`src/rtl/instruction_fetch_register_if.sv`:
```
// Bus between memory/decoder and the instruction fetch register: beat handshake plus held-word outputs.
interface instruction_fetch_register_if #(
  parameter int BUS_W   = 8,
  parameter int INSTR_W = 16
) ();
  localparam int CNT_W = $clog2(INSTR_W / BUS_W + 1);

  logic [BUS_W-1:0]   I;
  logic               IValid;
  logic               IReady;
  logic               Flush;
  logic               Consume;
  logic [INSTR_W-1:0] IROut;
  logic               IRValid;
  logic [CNT_W-1:0]   ByteCount;

  modport master (
    output I, IValid, Flush, Consume,
    input  IReady, IROut, IRValid, ByteCount
  );

  modport slave (
    input  I, IValid, Flush, Consume,
    output IReady, IROut, IRValid, ByteCount
  );
endinterface

```
`src/rtl/instruction_fetch_register.sv`:
```
// Assembles INSTR_W-bit instructions from BUS_W-bit memory beats and holds them for the decoder.
// Define IFR_DOUBLE_BUFFER_EN to let the next instruction fill while the current one is still held.
module instruction_fetch_register #(
  parameter int BUS_W     = 8,
  parameter int INSTR_W   = 16,
  parameter bit BIG_FIRST = 1'b1
) (
  input logic Clock,
  input logic Reset,
  instruction_fetch_register_if.slave bus
);
  localparam int NBEATS = INSTR_W / BUS_W;
  localparam int CNT_W  = $clog2(NBEATS + 1);

  localparam logic [0:0] FILL = 1'b0;
  localparam logic [0:0] FULL = 1'b1;

  if ((INSTR_W % BUS_W) != 0 || NBEATS < 2) begin : gBadRatio
    $error("instruction_fetch_register: INSTR_W must be a multiple of BUS_W with at least two beats");
  end

  logic [0:0]         state;
  logic [INSTR_W-1:0] asmBuf;
  logic [INSTR_W-1:0] irOut;
  logic [INSTR_W-1:0] assembled;
  logic [CNT_W-1:0]   byteCount;
  logic               lastBeat;
  logic               ready;
  logic               accept;

  function automatic int slotLsb(input int k);
    return BIG_FIRST ? (INSTR_W - BUS_W * (k + 1)) : (BUS_W * k);
  endfunction

  assign lastBeat = (byteCount == CNT_W'(NBEATS - 1));

`ifdef IFR_DOUBLE_BUFFER_EN
  // Partial beats always flow; only the completing beat must wait for the held word to retire.
  assign ready = !bus.Flush && (!lastBeat || state == FILL || bus.Consume);
`else
  assign ready = !bus.Flush && (state == FILL || bus.Consume);
`endif

  assign accept = bus.IValid && ready;

  always_comb begin
    assembled = asmBuf;
    for (int k = 0; k < NBEATS; k++) begin
      if (byteCount == CNT_W'(k)) begin
        assembled[slotLsb(k) +: BUS_W] = bus.I;
      end
    end
  end

  // A completing beat goes straight to IROut, so it overrides a same-cycle Consume and stays FULL.
  always_ff @(posedge Clock) begin
    if (Reset) begin
      state     <= FILL;
      asmBuf    <= '0;
      irOut     <= '0;
      byteCount <= '0;
    end else if (bus.Flush) begin
      state     <= FILL;
      byteCount <= '0;
    end else begin
      if (state == FULL && bus.Consume) begin
        state <= FILL;
      end
      if (accept) begin
        if (lastBeat) begin
          irOut     <= assembled;
          byteCount <= '0;
          state     <= FULL;
        end else begin
          asmBuf    <= assembled;
          byteCount <= byteCount + CNT_W'(1);
        end
      end
    end
  end

  assign bus.IReady    = ready;
  assign bus.IROut     = irOut;
  assign bus.IRValid   = (state == FULL);
  assign bus.ByteCount = byteCount;
endmodule

```
`src/flat_wrapper.sv`:
```
// flat-port wrapper written by rule: the top's interface ports become plain ports
module instruction_fetch_register_flat 
#(
  parameter int BUS_W     = 8,
  parameter int INSTR_W   = 16,
  parameter bit BIG_FIRST = 1'b1
)
  (Clock, Reset, bus_I, bus_IValid, bus_Flush, bus_Consume, bus_IReady, bus_IROut, bus_IRValid, bus_ByteCount);
  instruction_fetch_register_if #(.BUS_W(BUS_W), .INSTR_W(INSTR_W)) bus_i ();
  input logic Clock;
  input logic Reset;
  input wire logic [$bits(bus_i.I)-1:0] bus_I;
  input wire logic [$bits(bus_i.IValid)-1:0] bus_IValid;
  input wire logic [$bits(bus_i.Flush)-1:0] bus_Flush;
  input wire logic [$bits(bus_i.Consume)-1:0] bus_Consume;
  output wire logic [$bits(bus_i.IReady)-1:0] bus_IReady;
  output wire logic [$bits(bus_i.IROut)-1:0] bus_IROut;
  output wire logic [$bits(bus_i.IRValid)-1:0] bus_IRValid;
  output wire logic [$bits(bus_i.ByteCount)-1:0] bus_ByteCount;
  assign bus_i.I = bus_I;
  assign bus_i.IValid = bus_IValid;
  assign bus_i.Flush = bus_Flush;
  assign bus_i.Consume = bus_Consume;
  assign bus_IReady = bus_i.IReady;
  assign bus_IROut = bus_i.IROut;
  assign bus_IRValid = bus_i.IRValid;
  assign bus_ByteCount = bus_i.ByteCount;
  instruction_fetch_register #(.BUS_W(BUS_W), .INSTR_W(INSTR_W), .BIG_FIRST(BIG_FIRST)) u_core (.Clock(Clock), .Reset(Reset), .bus(bus_i));
endmodule
```
`config.mk`:
```
export PLATFORM = sky130hd
export DESIGN_NAME = instruction_fetch_register_flat
export DESIGN_NICKNAME = d
export VERILOG_FILES = /design/src/rtl/instruction_fetch_register_if.sv /design/src/rtl/instruction_fetch_register.sv /design/src/flat_wrapper.sv
export SDC_FILE = /design/constraint.sdc
export NUM_CORES = 1
export LEC_CHECK = 0
export CORE_ASPECT_RATIO = 0.6
export CORE_MARGIN = 1.5
export CORE_UTILIZATION = 40
export DETAILED_ROUTE_END_ITERATION = 10
export GPL_TIMING_DRIVEN = 0
export PLACE_DENSITY = 0.69
export SLEW_MARGIN = 15
export SYNTH_ARGS = -nofsm -noshare
export SYNTH_HDL_FRONTEND = slang
export SYNTH_SLANG_ARGS = --single-unit
export TNS_END_PERCENT = 100
```
`constraint.sdc`:
```
create_clock -name Clock -period 1.4 [get_ports Clock]
set_input_delay 0.28 -clock Clock [delete_from_list [all_inputs] [get_ports Clock]]
set_output_delay 0.28 -clock Clock [all_outputs]
set_load 0.01 [all_outputs]
```
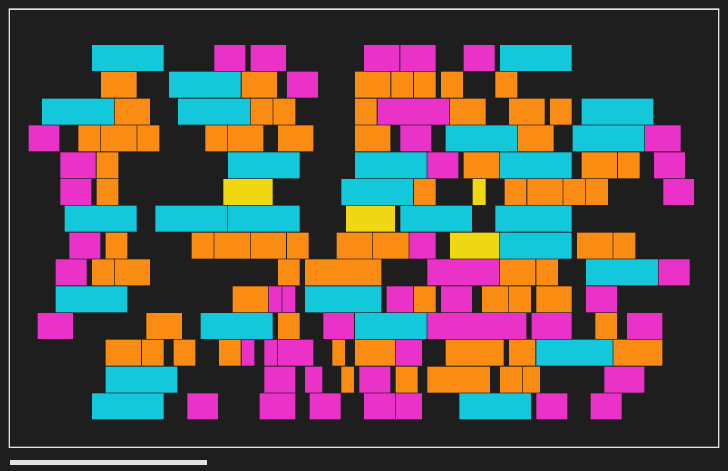
run_1/cell_classes.png
Scale bar: 20 um.
- cyan: flip-flops (cells 27)
- orange: all other logic (cells 69)
- magenta: other buffers and delay cells (cells 45)
- yellow: clock drivers and dummy loads (cells 4)

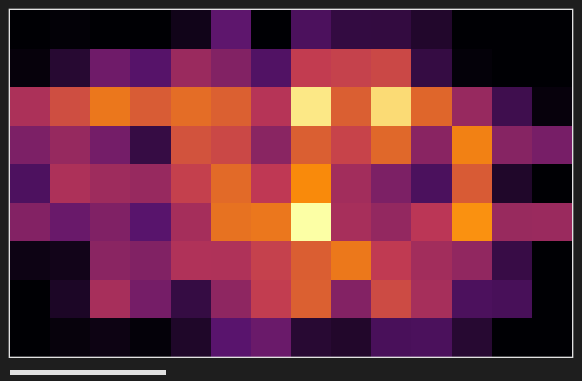
run_1/wire_density.png
Scale bar: 20 um. The die is cut into 14 by 9 equal tiles; black is low, pale yellow is high, scaled to the fullest tile. Values are wire area over tile area, all layers added.
- tiles over half the peak: 27%
- nearly empty tiles: 18%
- fullest tile: 0.36
- mean over tiles: 0.12
- emptiest ninth of the die: lower left
- densest ninth of the die: centre

==> impl_metrics.py, run 1 <==
# Flow results
metrics = {
    "synth": {
        "synthTopLogicFamily": "simple AND/OR/NAND/NOR gates",
        "ys_area_mm2": 0.00114,
        "ys.flop_type": "dfxtp_1",
        "synth.area.mux_share_pct": 21.1,
        "syn_avg_cell_area_um2": 11.0,
        "ys_sh_simple_pct": 23.2,
        "netlist.area_leader.share_pct": 47.5,
        "adder_share_pct": 0,
        "async_reset_ff_share_pct": 0,
        "synth-edff-count": 0,
        "yosys.stat.seqShare_pct": 47.5,
    },
    "placed_design": {
        "gp_congestion": 0.676,
        "dp_cells": 167,
        "portBuffers": 32,
        "post-place-ws_ns": -0.556,
        "dpl_cell_area_mm2": 0.00150,
    },
    "cts": {
        "clk_path_buf_depth": 2,
        "cts_setup_buffers": 6,
        "holdBufCountCts": 0,
        "cts_sinks": 27,
        "cts_resized": 28,
        "clk_pin_slew_ns": 0.09,
        "cts_root_buf": "clkbuf_8",
    },
    "worst_setup_path": {
        "r2r-end": "u_core.asmBuf[12]",
        "worstRegToRegCells": 4,
        "cp_top_family": "simple AND/OR/NAND/NOR gates",
        "critPathMaxStageDelay_ns": 0.39,
        "crit_type": "register to register",
        "start_kind": "register",
        "required_ns": 1.59,
        "arrival_ns": 1.54,
        "crit_buf_inv": 1,
        "r2r_start": "u_core.bus.ByteCount[0]",
        "crit_path_max_fanout": 8,
    },
    "final_layout": {
        "flop_area_um2": 544,
        "diodes": 0,
        "fillCellCount": 210,
        "syn2layout_area_growth_pct": 42.7,
        "final_cells": 177,
        "numSequentialCells": 27,
        "post-route-util_pct": 62.6,
        "comb_area_share_pct": 34.1,
        "inv_count": 1,
        "buffers": 45,
        "dominant-cell-class": "combinational gates",
        "drive_above_1_share_pct": 15.2,
        "largest_reg_flops": 16,
        "nClkBuffers": 4,
    },
    "route": {
        "wl_met3_um": 99,
        "wl_per_cell_um": 13.9,
        "drc": 0,
        "post_drt_via_cell_ratio": 4.74,
        "drtIter0Drc": 20,
        "drt_pass1_iterations": 5,
        "met1_length_um": 1190,
    },
    "job": {
        "warnings": 28,
        "cap_violations": 0,
    },
    "pwr": {
        "power_density_mw_per_mm2": 849,
        "p_sw_share_pct": 21.6,
        "p_switching_mw": 0.298,
        "pwr-share-seq_pct": 57.5,
    },
    "sta": {
        "post-route-min-period_ns": 1.35,
        "finalClockPeriodUsage_pct": 96.4,
        "setup-tns-final_ns": 0,
        "setup_viol": 0,
        "fmaxAchievable_mhz": 741,
        "final.setup.worst_slack_ns": 0.0510,
        "slew_headroom_pct": 74.2,
    },
    "die": {
        "core_mm2": 0.00259,
        "initial_utilization_pct": 43.9,
        "die_h_um": 44.3,
        "die_area_mm2": 0.00318,
    },
    "grt": {
        "grt_pass1_vias": 883,
        "grt_pass1_wl_um": 4110,
        "grt_util_met2_pct": 29.6,
        "grt.overflow.total": 0,
        "antenna_found_initial": 0,
    },
    "run_status": {
        "status": "finished clean",
    },
}
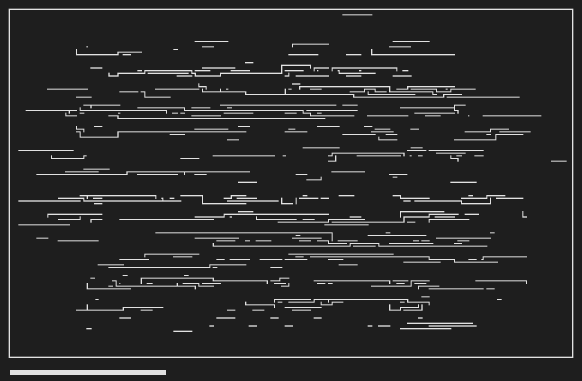
run_1/met1.png
Scale bar: 20 um.
- share of all routed wire: 48%
- wire length on this layer: 1,190 um
- nets with wire on the layer: 145
- main direction: horizontal
- longest straight run: 26.4 um

[run 1: power by group through the flow]
stage	logic, mW	registers [mW]	clock network, mW
floorplan	0.0767	0.810	0
global placement	0.143	0.809	0
detailed placement	0.147	0.809	0
CTS	0.156	0.792	0.446
global route	0.167	0.794	0.473
finish	0.154	0.791	0.432
[run 1: cell usage in the layout, fill, tap and decap left out, types with 2 or more instances in the layout]
cell and count:
dfxtp_1 24, dfxtp_2 3, dlygate4sd2_1 22, clkbuf_1 5, buf_6 2, nand2b_1 32
clkdlybuf4s50_1 9, mux2i_1 24, buf_12 2, buf_4 4, clkbuf_8 3, nor2_1 2
==> inputs of run 2 (changes only) <==
--- a/config.mk
+++ b/config.mk
@@ -5,12 +5,13 @@
 export SDC_FILE = /design/constraint.sdc
 export NUM_CORES = 1
 export LEC_CHECK = 0
+export CAP_MARGIN = 30
 export CORE_ASPECT_RATIO = 0.6
 export CORE_MARGIN = 1.5
 export CORE_UTILIZATION = 40
 export DETAILED_ROUTE_END_ITERATION = 10
 export GPL_TIMING_DRIVEN = 0
-export PLACE_DENSITY = 0.69
+export PLACE_DENSITY = 0.67
 export SLEW_MARGIN = 15
 export SYNTH_ARGS = -nofsm -noshare
 export SYNTH_HDL_FRONTEND = slang
==> run 2 against run 1 <==
Compared with the run above: critical path depth is the same; worst hold slack got worse by 0.00079 ns; sequential power is essentially flat; final cell count stayed put; sequential cell count unchanged; largest cell class unchanged; largest power group unchanged.
==> impl_metrics.py, run 2 <==
# Flow results
metrics = {
    "run_status": {
        "status": "finished clean",
    },
    "final_layout": {
        "largest_reg_flops": 16,
        "drive_above_1_share_pct": 15.9,
        "buffers": 45,
        "post-route-util_pct": 63.1,
        "layout_top_cell": "nand2b_1",
        "syn2layout_area_growth_pct": 43.9,
        "inv_count": 1,
        "nClkBuffers": 3,
        "final_cells": 177,
        "fillCellCount": 223,
        "diodes": 0,
        "numSequentialCells": 27,
        "dominant-cell-class": "combinational gates",
        "flop_area_um2": 547,
        "logic_gates": 68,
        "lay_top_cells": "nand2b_1, dfxtp_1, mux2i_1, dlygate4sd2_1, clkdlybuf4s50_1",
        "comb_area_share_pct": 33.9,
    },
    "cts": {
        "holdBufCountCts": 0,
        "cts_setup_buffers": 5,
        "cts_root_buf": "clkbuf_8",
        "cts_resized": 28,
        "cts_max_level": 1,
        "clk_pin_slew_ns": 0.10,
        "cts_sinks": 27,
    },
    "worst_setup_path": {
        "r2r_start": "u_core.bus.ByteCount[1]",
        "r2r-end": "u_core.asmBuf[14]",
        "arrival_ns": 1.55,
        "start_kind": "register",
        "crit_path_max_fanout": 8,
        "crit_type": "register to register",
        "required_ns": 1.60,
        "worstRegToRegCells": 4,
    },
    "sta": {
        "finalClockPeriodUsage_pct": 96.6,
        "final.setup.worst_slack_ns": 0.0483,
        "setup_viol": 0,
        "slew_headroom_pct": 72.8,
        "post-route-min-period_ns": 1.35,
        "setup-tns-final_ns": 0,
    },
    "synth": {
        "synthTopLogicFamily": "simple AND/OR/NAND/NOR gates",
        "async_reset_ff_share_pct": 0,
        "adder_share_pct": 0,
        "ys.flop_type": "dfxtp_1",
        "ys_area_mm2": 0.00114,
        "yosys.stat.seqShare_pct": 47.5,
        "synth-edff-count": 0,
        "synth.area.mux_share_pct": 21.1,
        "ys_sh_simple_pct": 23.2,
        "netlist.area_leader.share_pct": 47.5,
    },
    "pwr": {
        "power_density_mw_per_mm2": 854,
        "comb_power_mw": 0.158,
        "p_switching_mw": 0.319,
        "p_sw_share_pct": 22.8,
        "p_seq_mw": 0.789,
        "p_clk_mw": 0.451,
        "p_leak_nw": 0.683,
        "pwr-share-seq_pct": 56.5,
        "power_leader": "sequential cells",
    },
    "die": {
        "die_h_um": 44.3,
        "die_area_mm2": 0.00318,
        "core_mm2": 0.00259,
        "initial_utilization_pct": 43.9,
    },
    "job": {
        "cap_violations": 0,
        "warnings": 26,
    },
    "placed_design": {
        "dp_cells": 167,
        "portBuffers": 32,
        "gp_congestion": 0.705,
        "post-place-ws_ns": -0.507,
        "dpl_cell_area_mm2": 0.00150,
    },
    "grt": {
        "grt.overflow.total": 0,
        "grt_pass1_wl_um": 3950,
        "grt_pass1_vias": 823,
        "antenna_found_initial": 0,
    },
    "route": {
        "drt_pass1_iterations": 4,
        "drc": 0,
        "drtIter0Drc": 61,
        "num_vias": 845,
        "wl_per_cell_um": 14.3,
        "post_drt_via_cell_ratio": 4.77,
    },
    "hold_path": {
        "min_path_cells": 2,
        "worstHoldStart": "u_core.bus.IROut[7]",
    },
}
-- run 2: metal layers --
| layer | global-route usage (%) | wire length (um) | vias up |
|---|---|---|---|
| li1 | - | - | 429 |
| met3 | 5.69 | 128 | 2 |
| met1 | 23.7 | 1270 | 393 |
| met2 | 26.1 | 1120 | 21 |
| met4 | 3.40 | 10 | 0 |
| met5 | 0 | 0 | - |
-- run 2: cell families (layout without fill, tap and decap cells) --
logic type	count (synthesis)	count (layout)
compound gates	4	4
buf+inv	8	50
mux	24	24
simple gates	40	40
flops	27	27
-- run 2: worst max-delay path, cell delays in order (launching register included) --
cell	delay, ns
dfxtp_4	0.36
or3_4	0.37
nor3_4	0.15
buf_12	0.16
mux2i_2	0.22
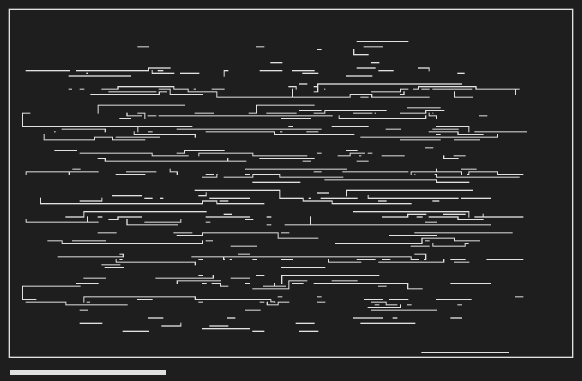
run_2/met1.png
Scale bar: 20 um.
- share of all routed wire: 50%
- main direction: horizontal
- longest straight run: 28.1 um
- wire length on this layer: 1,270 um
- nets with wire on the layer: 135

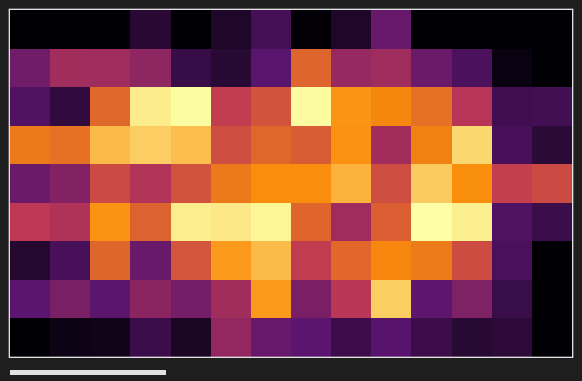
run_2/wire_density.png
Scale bar: 20 um. The die is cut into 14 by 9 equal tiles; black is low, pale yellow is high, scaled to the fullest tile. Values are wire area over tile area, all layers added.
- tiles over half the peak: 41%
- nearly empty tiles: 11%
- fullest tile: 0.29
- mean over tiles: 0.12
- densest ninth of the die: centre

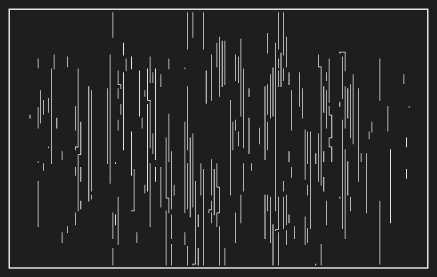
run_2/met2.png
- share of all routed wire: 44%
- wire length on this layer: 1,120 um
- longest straight run: 28.9 um

==> inputs of run 3 (changes only) <==
--- a/config.mk
+++ b/config.mk
@@ -5,6 +5,7 @@
 export SDC_FILE = /design/constraint.sdc
 export NUM_CORES = 1
 export LEC_CHECK = 0
+export ABC_CLOCK_PERIOD_IN_PS = 1400
 export CAP_MARGIN = 30
 export CORE_ASPECT_RATIO = 0.6
 export CORE_MARGIN = 1.5
@@ -12,6 +13,7 @@
 export DETAILED_ROUTE_END_ITERATION = 10
 export GPL_TIMING_DRIVEN = 0
 export PLACE_DENSITY = 0.67
+export SETUP_SLACK_MARGIN = 0.1
 export SLEW_MARGIN = 15
 export SYNTH_ARGS = -nofsm -noshare
 export SYNTH_HDL_FRONTEND = slang
==> run 3 against run 2 <==
Compared with the run above: first-iteration DRC count down 56%; final cell count up 0.56%; sequential power about the same; combinational power about the same; synthesized cell count unchanged; routed wire length down 4.6%; setup slack better by 0.026 ns; power down 1.6%; critical path depth up 2; critical path type is now input port to register; largest cell class unchanged; largest power group unchanged.
==> impl_metrics.py, run 3 <==
# Flow results
metrics = {
    "run_status": {
        "status": "finished clean",
    },
    "worst_setup_path": {
        "required_ns": 1.60,
        "critPathMaxStageDelay_ns": 0.48,
        "cp_cell_sequence": "clkdlybuf4s50_1, nand2_1, nor4_4, buf_6, clkbuf_16, mux2i_1",
        "arrival_ns": 1.53,
        "slowest_stage": "clkdlybuf4s50_1",
        "r2r_start": "u_core.bus.IRValid",
    },
    "cts": {
        "cts_setup_buffers": 5,
        "cts_max_level": 1,
        "cts_root_buf": "clkbuf_8",
        "cts_sinks": 27,
    },
    "placed_design": {
        "portBuffers": 32,
        "gp_congestion": 0.710,
    },
    "hold_path": {
        "worstHoldStart": "u_core.bus.IROut[6]",
    },
    "pwr": {
        "p_switching_mw": 0.296,
        "p_sw_share_pct": 21.5,
        "p_leak_nw": 0.689,
        "pwr-share-seq_pct": 57.5,
        "power_density_mw_per_mm2": 845,
    },
    "final_layout": {
        "numSequentialCells": 27,
        "diodes": 0,
        "drive_above_1_share_pct": 16.4,
        "flop_area_um2": 544,
        "nClkBuffers": 4,
        "buffers": 46,
        "inv_count": 1,
        "largest_reg_flops": 16,
        "lay_top_cells": "nand2b_1, mux2i_1, dfxtp_1, dlygate4sd2_1, clkdlybuf4s50_1",
        "syn2layout_area_growth_pct": 43.2,
        "fillCellCount": 219,
        "comb_area_share_pct": 33.9,
    },
    "synth": {
        "syn_avg_cell_area_um2": 11.0,
        "ys_area_mm2": 0.00114,
        "synth.area.mux_share_pct": 21.1,
        "netlist.area_leader.share_pct": 47.5,
        "synth-edff-count": 0,
        "yosys.stat.seqShare_pct": 47.5,
        "synthTopLogicFamily": "simple AND/OR/NAND/NOR gates",
        "adder_share_pct": 0,
        "ys.flop_type": "dfxtp_1",
    },
    "route": {
        "drtIter0Drc": 27,
        "drt_pass1_iterations": 5,
        "top_layer_used": "met3",
        "drc": 0,
        "met1_length_um": 1300,
        "wl_met3_um": 103,
    },
    "sta": {
        "slew_headroom_pct": 73.7,
        "setup-tns-final_ns": 0,
        "post-route-min-period_ns": 1.33,
        "setup_viol": 0,
        "fmaxAchievable_mhz": 754,
    },
    "grt": {
        "grt_pass1_vias": 848,
        "antenna_found_initial": 0,
        "grt_pass1_wl_um": 3970,
        "grt.overflow.total": 0,
    },
    "die": {
        "die_h_um": 44.3,
        "die_area_mm2": 0.00318,
    },
    "job": {
        "warnings": 29,
        "cap_violations": 0,
    },
}
==> run 3: per-stage QoR <==
step | worst slack, ns | cells | util (%)
2_1_floorplan | 0.0557 | 103 | -
3_3_place_gp | -0.482 | 167 | 58.3
3_5_place_dp | -0.538 | 167 | 58.3
4_1_cts | 0.00438 | 176 | 61.3
5_1_grt | 0.0273 | 178 | 62.8
6_report | 0.0738 | 178 | 62.8
==> run 3: power groups by stage <==
stage                     clock network, mW  registers (mW)  logic [mW]
after floorplan                           0           0.811      0.0774
after global placement                    0           0.809       0.146
after detailed placement                  0           0.810       0.148
after CTS                             0.444           0.791       0.152
after global routing                  0.487           0.793       0.166
final                                 0.430           0.791       0.155
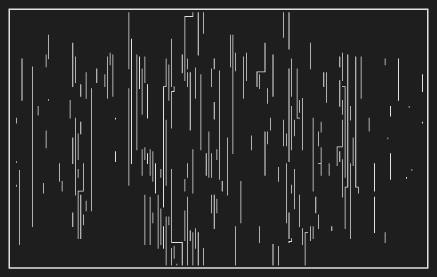
run_3/met2.png
- wire length on this layer: 1,010 um
- longest straight run: 27.5 um
- main direction: vertical
- share of all routed wire: 42%
- nets with wire on the layer: 139

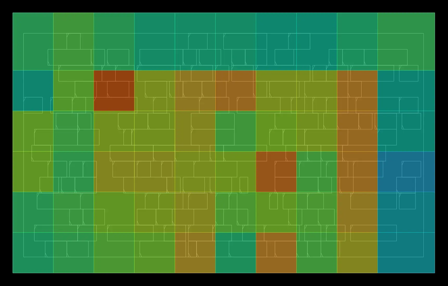
run_3/final_congestion.png
GR Util met2: 25.9%
Post-Route Utilization: 62.8%
Avg WL per Cell: 13.6 um
GR Util met1: 23.7%
GRT Util Overall: 16.8%

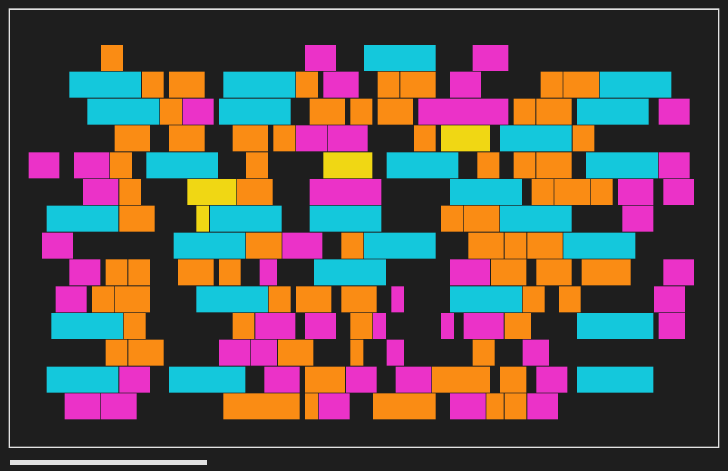
run_3/cell_classes.png
Scale bar: 20 um.
total core area: 0.00259 mm2
Seq area share: 33.4%

Power and IR drop assume default switching activity.
